### Metal layers overlaid

Bar = 20 µm.
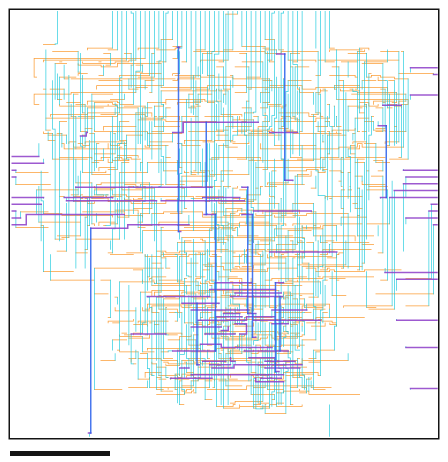
### Where the registers sit

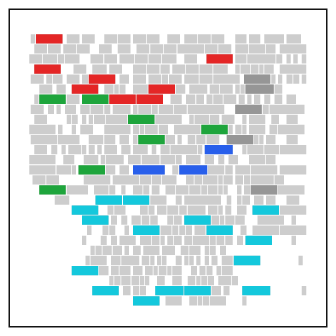
### The clock network

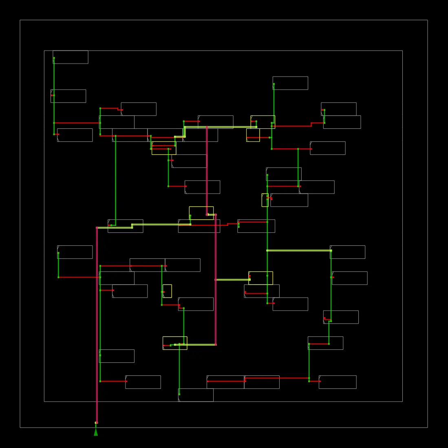
### Clock wires, drivers and flops

Bar = 20 µm.
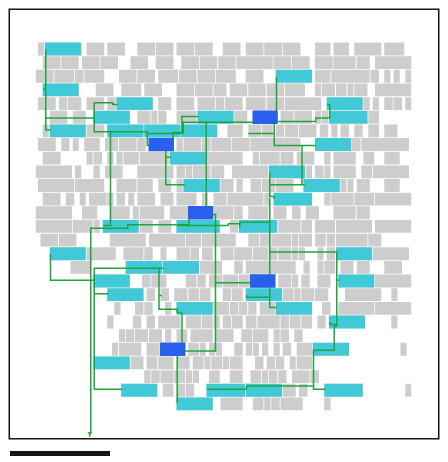
### I/O pins on the die edge

Pins as bars across the die edge, other pins in gray.
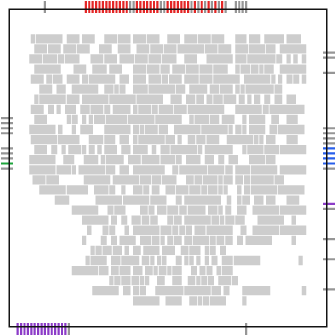
### config.mk
export PLATFORM = sky130hd
export DESIGN_NAME = eprisc_uart_tx_sched
export DESIGN_NICKNAME = d
export VERILOG_FILES = /design/src/rtl/eprisc_uart_tx_sched_pkg.sv /design/src/rtl/eprisc_uart_tx_sched_rr_arbiter.sv /design/src/rtl/eprisc_uart_tx_sched.sv
export SDC_FILE = /design/constraint.sdc
export NUM_CORES = 1
export LEC_CHECK = 0
export CORE_MARGIN = 5
export CORE_UTILIZATION = 46
export CTS_CLUSTER_SIZE = 10
export DETAILED_ROUTE_END_ITERATION = 8
export HOLD_SLACK_MARGIN = 0.03
export PLACE_DENSITY = 0.81
export SKIP_LAST_GASP = 1
export SYNTH_ARGS = -nofsm -noshare
export SYNTH_HDL_FRONTEND = slang
export SYNTH_SLANG_ARGS = --single-unit
### constraint.sdc
create_clock -name iClk -period 1.9 [get_ports iClk]
set_input_delay 0.38 -clock iClk [delete_from_list [all_inputs] [get_ports iClk]]
set_output_delay 0.38 -clock iClk [all_outputs]
set_load 0.1 [all_outputs]
### src/rtl/eprisc_uart_tx_sched_pkg.sv
// Shared definitions for the epRISC UART transmit scheduler:
// UART register map, control bit positions, scheduler states and
// the control-word builder used for both send and abort writes.
package eprisc_uart_tx_sched_pkg;

  // UART register addresses on the 16-bit register bus
  localparam logic [1:0] ADDR_CTRL = 2'd0;
  localparam logic [1:0] ADDR_TXD  = 2'd1;
  localparam logic [1:0] ADDR_RXD  = 2'd2;

  // Control register bit positions
  localparam int CTL_SEND = 7;
  localparam int CTL_INT  = 6;
  localparam int CTL_RECV = 5;

  // Scheduler states; ST_IDLE must stay at encoding 0 so reset lands there
  typedef enum logic [2:0] {
    ST_IDLE    = 3'd0,
    ST_PRE     = 3'd1,
    ST_WR_DATA = 3'd2,
    ST_WR_CTRL = 3'd3,
    ST_SETTLE  = 3'd4,
    ST_POLL    = 3'd5,
    ST_ABORT   = 3'd6,
    ST_DONE    = 3'd7
  } sched_state_t;

  // Control word: upper byte zero, send bit on top of the latched config.
  // The config bits pass through untouched, so the receive enable (bit 5)
  // keeps whatever the requester's config says.
  function automatic logic [15:0] ctrl_word(input logic send, input logic [6:0] cfg);
    logic [15:0] w;
    w           = {9'h000, cfg};
    w[CTL_SEND] = send;
    return w;
  endfunction

endpackage

### src/rtl/eprisc_uart_tx_sched_rr_arbiter.sv
// Combinational round-robin arbiter: picks the first asserted request at
// or after iPtr, wrapping around. Produces a one-hot grant, the grant
// index and an any-request flag.
module eprisc_rr_arbiter #(
  parameter int NREQ  = 4,
  parameter int IDX_W = $clog2(NREQ)
) (
  input  logic [NREQ-1:0]  iReq,
  input  logic [IDX_W-1:0] iPtr,
  output logic [NREQ-1:0]  oGnt,
  output logic [IDX_W-1:0] oIdx,
  output logic             oAny
);

  // Walk the requesters starting at the pointer; the first hit wins
  always_comb begin
    logic [IDX_W-1:0] cand;
    oIdx = '0;
    oAny = 1'b0;
    cand = '0;
    for (int k = 0; k < NREQ; k++) begin
      cand = IDX_W'((int'(iPtr) + k) % NREQ);
      if (!oAny && iReq[cand]) begin
        oAny = 1'b1;
        oIdx = cand;
      end
    end
  end

  // One-hot grant decoded from the winning index
  generate
    for (genvar gi = 0; gi < NREQ; gi++) begin : g_gnt
      assign oGnt[gi] = oAny && (oIdx == IDX_W'(gi));
    end
  endgenerate

endmodule

### src/rtl/eprisc_uart_tx_sched.sv
// Round-robin scheduler sharing one epRISC UART transmitter among NREQ
// byte requesters. Per granted byte it waits for the UART to be idle,
// writes the TX data register, writes the control register with the send
// bit, then polls until the send bit clears. A poll that stays busy for
// 2**TIMEOUT_W-1 cycles is aborted (send bit cleared) and reported as an
// error to the requester.
module eprisc_uart_tx_sched
  import eprisc_uart_tx_sched_pkg::*;
#(
  parameter int NREQ      = 4,
  parameter int TIMEOUT_W = 16
) (
  input  logic              iClk,
  input  logic              iRst,
  input  logic [NREQ-1:0]   iReqValid,
  input  logic [NREQ*8-1:0] iReqData,
  output logic [NREQ-1:0]   oReqAck,
  output logic [NREQ-1:0]   oReqErr,
  input  logic [6:0]        iCfg,
  output logic              oBusy,
  output logic [1:0]        oAddr,
  output logic [15:0]       oBusData,
  input  logic [15:0]       iBusData,
  output logic              oWrite,
  output logic              oEnable
);

  localparam int IDX_W = $clog2(NREQ);

  sched_state_t         state_q, state_d;
  logic [IDX_W-1:0]     ptr_q, ptr_d;       // round-robin start point
  logic [IDX_W-1:0]     gidx_q, gidx_d;     // requester being served
  logic [7:0]           byte_q, byte_d;     // byte latched at grant
  logic [6:0]           cfg_q, cfg_d;       // UART config latched at grant
  logic                 err_q, err_d;       // transfer was aborted
  logic [TIMEOUT_W-1:0] cnt_q, cnt_d;       // busy-poll counter
  logic [TIMEOUT_W-1:0] cnt_inc;

  logic [NREQ-1:0]      arb_gnt;
  logic [IDX_W-1:0]     arb_idx;
  logic                 arb_any;
  logic [7:0]           req_byte_masked [NREQ];
  logic [7:0]           grant_byte;
  logic                 uart_sending;
  logic                 unused_bus_bits;

  // The send bit read back already folds in the UART's own send state,
  // so it is used directly with no resynchronisation.
  assign uart_sending    = iBusData[CTL_SEND];
  assign unused_bus_bits = ^{iBusData[15:8], iBusData[6:0]};
  assign cnt_inc         = cnt_q + TIMEOUT_W'(1);

  eprisc_rr_arbiter #(
    .NREQ  (NREQ),
    .IDX_W (IDX_W)
  ) u_arb (
    .iReq (iReqValid),
    .iPtr (ptr_q),
    .oGnt (arb_gnt),
    .oIdx (arb_idx),
    .oAny (arb_any)
  );

  // AND-OR byte mux driven by the one-hot grant
  generate
    for (genvar gi = 0; gi < NREQ; gi++) begin : g_byte_mask
      assign req_byte_masked[gi] = iReqData[8*gi +: 8] & {8{arb_gnt[gi]}};
    end
  endgenerate

  // Combine the masked requester bytes into the granted byte
  always_comb begin
    grant_byte = '0;
    for (int k = 0; k < NREQ; k++) begin
      grant_byte = grant_byte | req_byte_masked[k];
    end
  end

  // Next-state logic and UART bus drive; bus is fully zero when not enabled
  always_comb begin
    state_d  = state_q;
    ptr_d    = ptr_q;
    gidx_d   = gidx_q;
    byte_d   = byte_q;
    cfg_d    = cfg_q;
    err_d    = err_q;
    cnt_d    = cnt_q;
    oEnable  = 1'b0;
    oWrite   = 1'b0;
    oAddr    = '0;
    oBusData = '0;

    case (state_q)
      ST_IDLE: begin
        // Arbitration only happens here, so a requester re-asserting in
        // the cycle of its own pulse waits behind the others.
        if (arb_any) begin
          gidx_d  = arb_idx;
          byte_d  = grant_byte;
          cfg_d   = iCfg;
          err_d   = 1'b0;
          cnt_d   = '0;
          state_d = ST_PRE;
        end
      end

      ST_PRE, ST_POLL: begin
        // Read control register; the send bit says whether a frame is live
        oEnable = 1'b1;
        oAddr   = ADDR_CTRL;
        if (!uart_sending) begin
          state_d = (state_q == ST_PRE) ? ST_WR_DATA : ST_DONE;
        end else begin
          cnt_d = cnt_inc;
          if (&cnt_inc) begin
            state_d = ST_ABORT;
          end
        end
      end

      ST_WR_DATA: begin
        oEnable  = 1'b1;
        oWrite   = 1'b1;
        oAddr    = ADDR_TXD;
        oBusData = {8'h00, byte_q};
        state_d  = ST_WR_CTRL;
      end

      ST_WR_CTRL: begin
        oEnable  = 1'b1;
        oWrite   = 1'b1;
        oAddr    = ADDR_CTRL;
        oBusData = ctrl_word(1'b1, cfg_q);
        state_d  = ST_SETTLE;
      end

      ST_SETTLE: begin
        // One quiet cycle lets the UART register the send request before
        // the first poll; restart the timeout for the poll phase.
        cnt_d   = '0;
        state_d = ST_POLL;
      end

      ST_ABORT: begin
        oEnable  = 1'b1;
        oWrite   = 1'b1;
        oAddr    = ADDR_CTRL;
        oBusData = ctrl_word(1'b0, cfg_q);
        err_d    = 1'b1;
        state_d  = ST_DONE;
      end

      ST_DONE: begin
        ptr_d   = (gidx_q == IDX_W'(NREQ - 1)) ? '0 : gidx_q + IDX_W'(1);
        state_d = ST_IDLE;
      end

      default: state_d = ST_IDLE;
    endcase
  end

  // State and datapath registers; reset drops any transfer in flight
  always_ff @(posedge iClk) begin
    if (iRst) begin
      state_q <= ST_IDLE;
      ptr_q   <= '0;
      gidx_q  <= '0;
      byte_q  <= '0;
      cfg_q   <= '0;
      err_q   <= 1'b0;
      cnt_q   <= '0;
    end else begin
      state_q <= state_d;
      ptr_q   <= ptr_d;
      gidx_q  <= gidx_d;
      byte_q  <= byte_d;
      cfg_q   <= cfg_d;
      err_q   <= err_d;
      cnt_q   <= cnt_d;
    end
  end

  assign oBusy = (state_q != ST_IDLE);

  // Completion pulses: exactly one of ack/err, only in ST_DONE
  generate
    for (genvar gi = 0; gi < NREQ; gi++) begin : g_pulse
      assign oReqAck[gi] = (state_q == ST_DONE) && !err_q && (gidx_q == IDX_W'(gi));
      assign oReqErr[gi] = (state_q == ST_DONE) &&  err_q && (gidx_q == IDX_W'(gi));
    end
  endgenerate

endmodule
==> run summary <==
run metrics: status complete, but fails checks, failing checks negative setup slack, Final period util 1.008, Pre-antenna DRT Iters 5, Synth area leader dfxtp_1, FP Util 0.4735, final wirelength between 8000 and 9000 µm, ANT cells 0, Top non-seq family simple AND/OR/NAND/NOR gates, YS warnings 0, global-route usage over all layers 0.2337, vias in the first global route 2759, CTS tree yes, CTS clk-pin slew, worst paths ~80 ps, Max-area cell share 0.2994, Final WS setup -14.87 ps, Post-synth seq share 0.2994, yosys simple share 0.2788, postcts setup bufs 1, RSZ-0062 raised after global routing true, total power ~2.2 mW, Slowest-stage cell, CP dfxtp_2, CORE AREA 5507 µm², Critical Path Sink Type output pin, most frequent logic cell in the layout clkdlybuf4s50_1, Avg Synthesized Cell Area slightly below 8 µm², Final Setup Violations 4, first-pass GRT wire length approximately 14000 µm, FFs w/ async S/R, synth 0, unique cell type count in the Yosys netlist ~52, Fmax roughly 520 MHz, Ports 90, yosys aoi share 0.1814, # DRC 0, post-cts gate resize count 27, adder-cell share of the synthesized area 0.02879, XOR/XNOR Area Share 0.01679, grt total ovfl 0, detailed placement HPWL just over 6000 µm, CP startpoint state_q[2], Fin. Hold Viols 0, area fraction in mux cells 0.1171, Yosys Instances 335, min-delay src cfg_q[6], H-tree depth 2, post-route insts no fill approximately 490, top cells, area dfxtp_1, mux2i_1, a21oi_1, count leader, synth dfxtp_1, Fin Clk Skew about 12 ps, CP arrival between 1500 and 2000 ps, PD cells 543.5 nW/µm², Synth Instances around 340, crit path max fanout 9, WL/cell 17.29 µm, Worst IR Drop VDD 390.3 µV, CP Launch Type register, Cell Area, Synth around 2600 µm², worst path cell trace nor2b_4 -> a21oi_2 -> nor2_4 -> buf_12, Period minus WS final around 1900 ps, Crit Reg-Reg Startpoint cnt_q[6], 1st-iter DRT viols about 220, via/cell ratio roughly 5.7, share of layout cells above drive strength 1 0.2803, clock buffer depth 2, CP bufs+invs 1
-- 'Metal layers overlaid' (at the start) --
[metal 4] blue | wire length: 253 µm
[metal 2] cyan | wire length: 4500 µm
[metal 1] orange | wire length: 3190 µm
[metal 3] purple | wire length: 582 µm

-- 'Where the registers sit' (at the start) --
[`byte_q`] red | placed flops: 8
[`state_q`] blue | placed flops: 3
[`cfg_q`] green | placed flops: 7
[`cnt_q`] cyan | placed flops: 16
not colored: 5
sequential share of cell area: 0.1955
Seq power: 0.891 mW

-- 'The clock network' (at the start) --
clock tree sinks: 39
worst-skew pair later-pin latency: 300 ps
Clk. pwr: 0.561 mW
CTS buffer count: 5
flop count: 39

-- 'Clock wires, drivers and flops' (at the start) --
[clock drivers] blue | count: 5
[clock wires] green | length: 535 µm
[flip-flops] cyan | count: 39
routed clock nets: 6

-- 'I/O pins on the die edge' (at the start) --
[`iBusData`] purple | pins: 16 | direction: input | edge: 15 south, 1 east
[`iReqData`] red | pins: 32 | direction: input | edge: north
[`oReqErr`] blue | pins: 4 | direction: output | edge: east
[`oWrite`] green | pins: 1 | direction: output | edge: west
all pins by edge: 47 north, 17 south, 17 east, 9 west
I/O Buffers: 65
Die W: 85.29 µm

==> tightest hold or removal path: cells and delay by family, from the launching register on <==
family / cells / cell delay [ps]
AND/OR/NAND/NOR: 1 / 50
AND-OR/OR-AND: 1 / 50
flip-flops: 1 / 320
==> flip-flops by register name, indices dropped and copies added (netlist names) <==
register,cells
cnt_q,16
byte_q,8
cfg_q,7
state_q,3
gidx_q,2
ptr_q,2
err_q,1
==> power breakdown <==
| part | internal (mW) | switching [mW] |
|---|---|---|
| combinational | 0.317 | 0.430 |
| sequential | 0.857 | 0.0340 |
| clock | 0.257 | 0.305 |
==> metrics by stage <==
step | instance area [µm²] | hold WS (ps) | worst slack, ps
3_3_place_gp | 3780 | 444.2 | -298.4
2_1_floorplan | 2768 | 436.0 | -107.4
5_1_grt | 4045 | 503.0 | -125.8
3_5_place_dp | 3780 | 446.2 | -449.4
6_report | 4045 | 461.9 | -14.87
4_1_cts | 3999 | 457.4 | -12.01
==> path summary, 6_finish.rpt <==
kind / to / cells after the start / slack (ps)
min reg2reg: cfg_q[6] / 2 / 460
max reg2reg: state_q[2] / 6 / 40
max: oBusData[0] / 4 / -10
min: cfg_q[6] / 2 / 460
==> layer usage <==
metal / wire [µm] / GRT usage
met5: 0 / 0
met4: 252 / 0.09353
met3: 581 / 0.03010
met2: 4502 / 0.4244
met1: 3185 / 0.2749
==> final cells by class <==
cell class | count | area (µm²)
repair buffers | 97 | 1159
clock inverters | 2 | 12.51
fillers | 394 | 1461
flip-flops and latches | 39 | 790.8
inverters | 9 | 41.29
well taps | 72 | 90.09
multi-input cells | 268 | 1879
clock buffers | 6 | 72.57
==> logic make-up after synthesis <==
family                     Yosys count
adders and majority gates            6
xor gates and xnor gates             5
other                                1
and+or+nand+nor                    139
muxes                               29
buffers and inverters               36
AOI/OAI and AO/OA                   80
DFF                                 39
No activity file was given, so power comes from the tool's default toggle rates.
